## src/rtl/bitwise_pipe_pkg.sv

```systemverilog
// Shared encodings for the bitwise pipeline: operation codes, buffer occupancy states
// and the width/limit of the optional deliver counter.
package bitwise_pipe_pkg;

    typedef enum logic [1:0] {
        OP_NOT = 2'b00,
        OP_AND = 2'b01,
        OP_OR  = 2'b10,
        OP_XOR = 2'b11
    } op_e;

    typedef enum logic [1:0] {
        ST_EMPTY = 2'b00,
        ST_ONE   = 2'b01,
        ST_TWO   = 2'b10
    } state_e;

    localparam int unsigned COUNT_WIDTH = 16;
    localparam logic [COUNT_WIDTH-1:0] COUNT_MAX = '1;

    // Upstream may only be offered a slot while the skid register is free.
    function automatic logic can_accept(state_e s);
        return s != ST_TWO;
    endfunction

endpackage

```

## src/rtl/bitwise_op.sv

```systemverilog
// Combinational bitwise function unit: NOT a, AND, OR, XOR over all WIDTH bits.
module bitwise_op #(
    parameter int unsigned WIDTH = 16
) (
    input  logic [1:0]       op,
    input  logic [WIDTH-1:0] a,
    input  logic [WIDTH-1:0] b,
    output logic [WIDTH-1:0] y
);
    import bitwise_pipe_pkg::*;

    always_comb begin
        y = '0;
        unique case (op_e'(op))
            OP_NOT: y = ~a;
            OP_AND: y = a & b;
            OP_OR:  y = a | b;
            OP_XOR: y = a ^ b;
        endcase
    end

endmodule

```

## src/rtl/bitwise_pipe.sv

```systemverilog
// Bitwise operation pipeline with a two-entry (output + skid) valid/ready buffer.
// Optional feature: define BITWISE_PIPE_COUNT_EN to add a saturating deliver counter port.
module bitwise_pipe #(
    parameter int unsigned WIDTH = 16
) (
    input  logic             clk,
    input  logic             reset,
    input  logic             in_valid,
    output logic             in_ready,
    input  logic [1:0]       op,
    input  logic [WIDTH-1:0] a,
    input  logic [WIDTH-1:0] b,
    output logic             out_valid,
    input  logic             out_ready,
    output logic [WIDTH-1:0] out_data
`ifdef BITWISE_PIPE_COUNT_EN
    ,
    output logic [15:0]      count
`endif
);
    import bitwise_pipe_pkg::*;

    state_e           state_q, state_d;
    logic [WIDTH-1:0] out_q, out_d;
    logic [WIDTH-1:0] skid_q, skid_d;
    logic             in_ready_q;
    logic [WIDTH-1:0] result;
    logic             accept;
    logic             deliver;

    bitwise_op #(
        .WIDTH (WIDTH)
    ) u_op (
        .op (op),
        .a  (a),
        .b  (b),
        .y  (result)
    );

    assign accept    = in_valid & in_ready_q;
    assign deliver   = out_valid & out_ready;
    assign in_ready  = in_ready_q;
    assign out_valid = (state_q != ST_EMPTY);
    assign out_data  = out_q;

    always_comb begin
        state_d = state_q;
        out_d   = out_q;
        skid_d  = skid_q;
        case (state_q)
            ST_EMPTY: begin
                if (accept) begin
                    out_d   = result;
                    state_d = ST_ONE;
                end
            end
            ST_ONE: begin
                if (accept && deliver) begin
                    out_d = result;
                end else if (accept) begin
                    // Output is stalled, so park the new result behind it.
                    skid_d  = result;
                    state_d = ST_TWO;
                end else if (deliver) begin
                    state_d = ST_EMPTY;
                end
            end
            ST_TWO: begin
                if (deliver) begin
                    out_d   = skid_q;
                    state_d = ST_ONE;
                end
            end
            default: state_d = ST_EMPTY;
        endcase
    end

    // Reset overrides every handshake, discarding both buffered entries.
    always_ff @(posedge clk) begin
        if (reset) begin
            state_q    <= ST_EMPTY;
            out_q      <= '0;
            skid_q     <= '0;
            in_ready_q <= 1'b0;
        end else begin
            state_q    <= state_d;
            out_q      <= out_d;
            skid_q     <= skid_d;
            in_ready_q <= can_accept(state_d);
        end
    end

`ifdef BITWISE_PIPE_COUNT_EN
    logic [COUNT_WIDTH-1:0] count_q;

    always_ff @(posedge clk) begin
        if (reset) begin
            count_q <= '0;
        end else if (deliver && (count_q != COUNT_MAX)) begin
            count_q <= count_q + 1'b1;
        end
    end

    assign count = count_q;
`endif

endmodule
```

## config.mk

```make
export PLATFORM = sky130hd
export DESIGN_NAME = bitwise_pipe
export DESIGN_NICKNAME = d
export VERILOG_FILES = /design/src/rtl/bitwise_pipe_pkg.sv /design/src/rtl/bitwise_op.sv /design/src/rtl/bitwise_pipe.sv
export SDC_FILE = /design/constraint.sdc
export NUM_CORES = 1
export LEC_CHECK = 0
export CORE_MARGIN = 2
export CORE_UTILIZATION = 46
export CTS_CLUSTER_DIAMETER = 40
export DETAILED_ROUTE_END_ITERATION = 10
export GPL_TIMING_DRIVEN = 0
export PLACE_DENSITY = 0.8
export SYNTH_ARGS = -nofsm -noshare
export SYNTH_HDL_FRONTEND = slang
export SYNTH_SLANG_ARGS = --single-unit
export TNS_END_PERCENT = 100
```

## constraint.sdc

```tcl
create_clock -name clk -period 1.65 [get_ports clk]
set_input_delay 0.495 -clock clk [delete_from_list [all_inputs] [get_ports clk]]
set_output_delay 0.495 -clock clk [all_outputs]
set_load 0.01 [all_outputs]
```

run_1/congestion.png
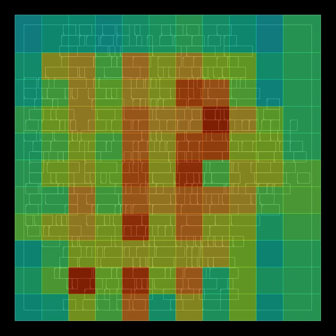
M1 GR Usage: 22.7%
DR WL/cell: 13.3 µm
Tot GR Track Use: 18.9%

run_1/layer_met2.png
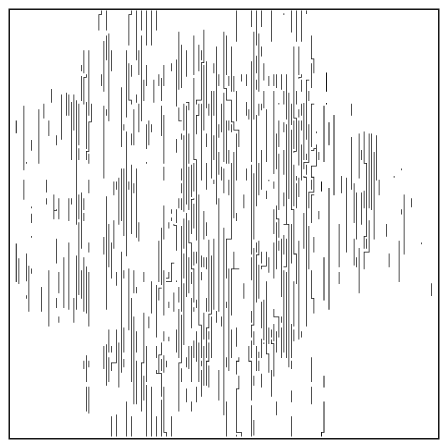
wire length on this layer: 2970 µm
longest straight run: 34.3 µm

run_1/layer_met1.png
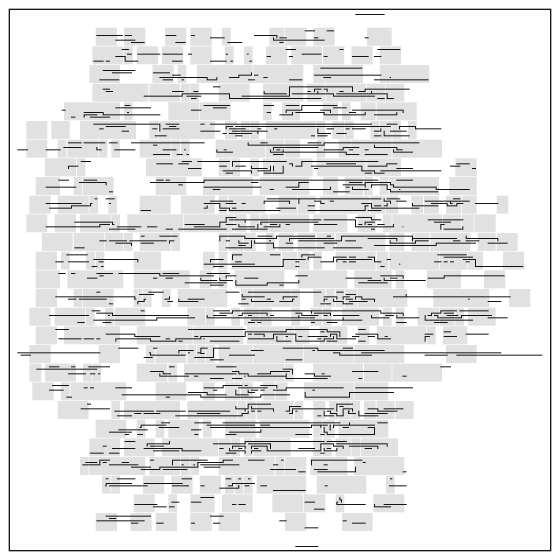
longest straight run: 25.3 µm
wire length on this layer: 2300 µm
nets with wire on the layer: 370

==> deck_impl_summary.md, run 1 <==
Run Summary

Outcome
  • Status: finished, final reports clean

Yosys
  • Syn Inst Count: 280
  • Multiplexer share: 14.9%
  • Async S/R FF share, synth: 0%
  • Adders+Majority by Area: 15.6%
  • Register bit total from synthesis: 35
  • Synthesized Nets: 350
  • Share of the synthesized area in the top cell type: 27.3%
  • Synth area leaders: dfxtp_1 27%, ha_1 16%, mux4_2 14%, inv_1 8.5%, a221oi_2 5.3%

Power
  • Part of the power in registers: 45.0%
  • Logic gate share of total power: 27.0%
  • Leakage: 1.67 nW
  • Clock share of power: 28.1%

Floorplan
  • Core area: 5440 µm²
  • FP Core Util: 47.2%

Clocking
  • Num CTS Buffers: 5
  • CTS tree: built
  • # H-tree levels: 2
  • CTS clk-pin slew, worst paths: 60 ps

Final layout
  • # fillers: 472

Setup path
  • Setup crit end kind: register
  • RR Endpoint: out_data[11]

GRT
  • Vias in the first global route: 2109
  • Largest net degree at the start of global routing: 11

STA
  • Setup total negative slack: 0 ps
  • Final setup margin: 30.7 ps

Route
  • Final WL: 5510 µm
  • M1 WL: 2300 µm
  • Met3 routed WL: 182 µm
==> run 1: area by class of cell <==
class	count	area (µm²)	area share, %
buffer	18	143	4.30
clock buffer	6	72.6	2.19
inverter	58	218	6.56
multi-input combinational	168	1580	47.6
sequential	35	701	21.1
tap	72	90.1	2.71
timing repair buffer	57	514	15.5
==> run 1: through the flow <==
step	cells	hold WS [ps]	cell area [µm²]
final	414	460	3320
after global routing	414	478	3320
after CTS	413	457	3280
after detailed placement	405	449	3190
after global placement	405	443	3190
after floorplan	280	437	2570
==> run 1: worst register-to-register path: cells and delay by family, from the launching register on <==
family                 cells  cell delay [ps]
buffers and inverters      2              300
AND/OR/NAND/NOR            1              160
AND-OR/OR-AND              3              500
flip-flops                 1              470
run_1/cell_density.png
Bar = 20 µm. The die is cut into 8 by 8 equal tiles; dark blue is low, red is high, 0 to 100% covered.
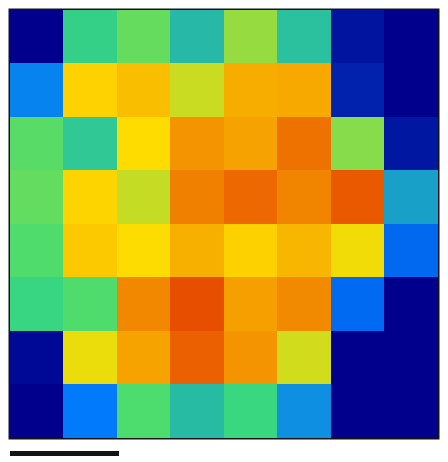

==> run 1 -> run 2 <==
--- a/config.mk
+++ b/config.mk
@@ -5,13 +5,16 @@
 export SDC_FILE = /design/constraint.sdc
 export NUM_CORES = 1
 export LEC_CHECK = 0
+export CELL_PAD_IN_SITES_DETAIL_PLACEMENT = 1
+export CELL_PAD_IN_SITES_GLOBAL_PLACEMENT = 1
 export CORE_MARGIN = 2
-export CORE_UTILIZATION = 46
+export CORE_UTILIZATION = 35
 export CTS_CLUSTER_DIAMETER = 40
 export DETAILED_ROUTE_END_ITERATION = 10
 export GPL_TIMING_DRIVEN = 0
-export PLACE_DENSITY = 0.8
+export PLACE_DENSITY = 0.79
 export SYNTH_ARGS = -nofsm -noshare
 export SYNTH_HDL_FRONTEND = slang
+export SYNTH_HIERARCHICAL = 1
 export SYNTH_SLANG_ARGS = --single-unit
 export TNS_END_PERCENT = 100
run_2/cell_density.png
Bar = 20 µm. The die is cut into 9 by 9 equal tiles; dark blue is low, red is high, 0 to 100% covered.
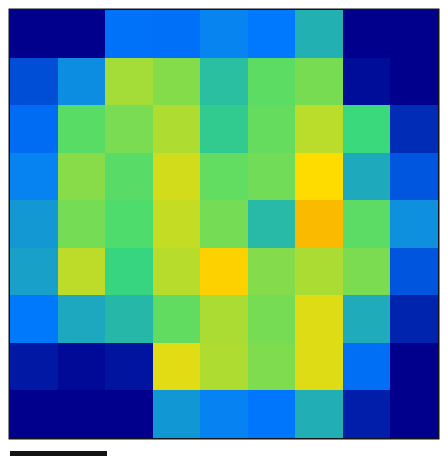
fullest tile: 79%
emptiest ninth of the die: lower left
mean over tiles: 39%
tiles over 75% full: 2.5%
densest ninth of the die: centre
nearly empty tiles: 12%

run_2/layer_met2.png
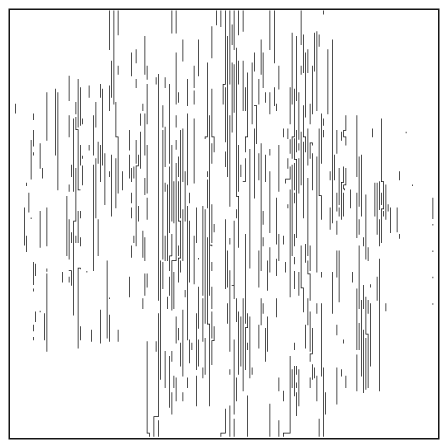
vias post-DR: 1910
GR Layer Usage met2: 32.1%
final WL: 5970 µm

==> run 2 against run 1 <==
Register-to-register slack better by 110 ps. Synthesized cell count down 14%. Via count shrank 11%. First-iteration DRC count decreased by 75%. Largest cell class unchanged.
==> deck_impl_summary.md, run 2 <==
Run Summary

Floorplan
  • FP Core Util: 36.4%
  • Core area: 6830 µm²

Setup path
  • Setup crit end kind: register

Yosys
  • Adders+Majority by Area: 16.1%
  • Async S/R FF share, synth: 0%
  • Register bit total from synthesis: 35
  • Share of the synthesized area in the top cell type: 28.2%
  • Synthesized Nets: 312
  • Syn Inst Count: 242

GRT
  • Vias in the first global route: 2197
  • Largest net degree at the start of global routing: 12

Power
  • Leakage: 1.53 nW

Final layout
  • Comb gate area: 1480 µm²
  • Post-route cell area: 3130 µm²
  • Cell Count, Final, Fillers Out: 399

Outcome
  • Status: finished, final reports clean

STA
  • Final setup margin: 13.2 ps
  • Final Hold Slack: 496 ps

Place
  • Placed insts: 390

Clocking
  • CTS clk-pin slew, worst paths: 70 ps
  • Num CTS Buffers: 5
  • CTS tree: built
run_2/layer_met1.png
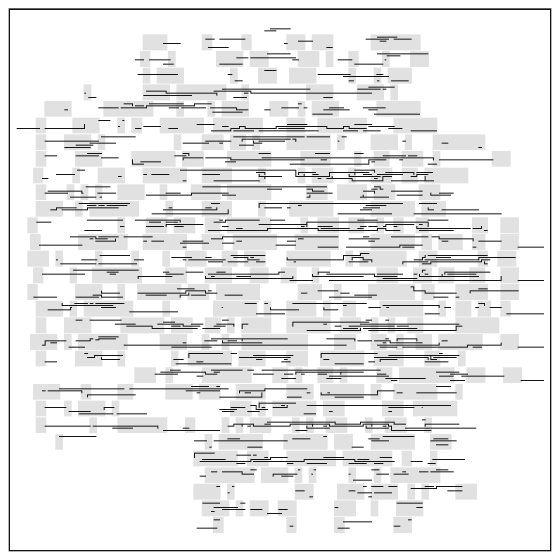
share of all routed wire: 42%
longest straight run: 36.3 µm

run 2: layout make-up:
type / count / area share, %
Sequential cell: 35 / 22.6
Clock inverter: 2 / 1.12
Buffer: 15 / 4.12
Clock buffer: 6 / 2.64
Timing Repair Buffer: 53 / 12.6
Multi-Input combinational cell: 144 / 47.3
Tap cell: 96 / 3.84
Inverter: 48 / 5.76
run 2: layer usage:
metal	track usage (%)	share of wire [%]	wire length, µm	up-vias
met5	0	0	0	-
met3	3.36	4.1	245	2
met1	18.3	42	2500	931
met2	32.1	53	3180	43
met4	5.10	0.77	46	0
li1	-	-	-	934
run 2: report_power, final:
group	total (mW)	switching, mW	internal (mW)
clock	0.800	0.311	0.489
sequential	0.927	0.0327	0.894
combinational	0.535	0.270	0.265
No activity file was given, so power comes from the tool's default toggle rates.
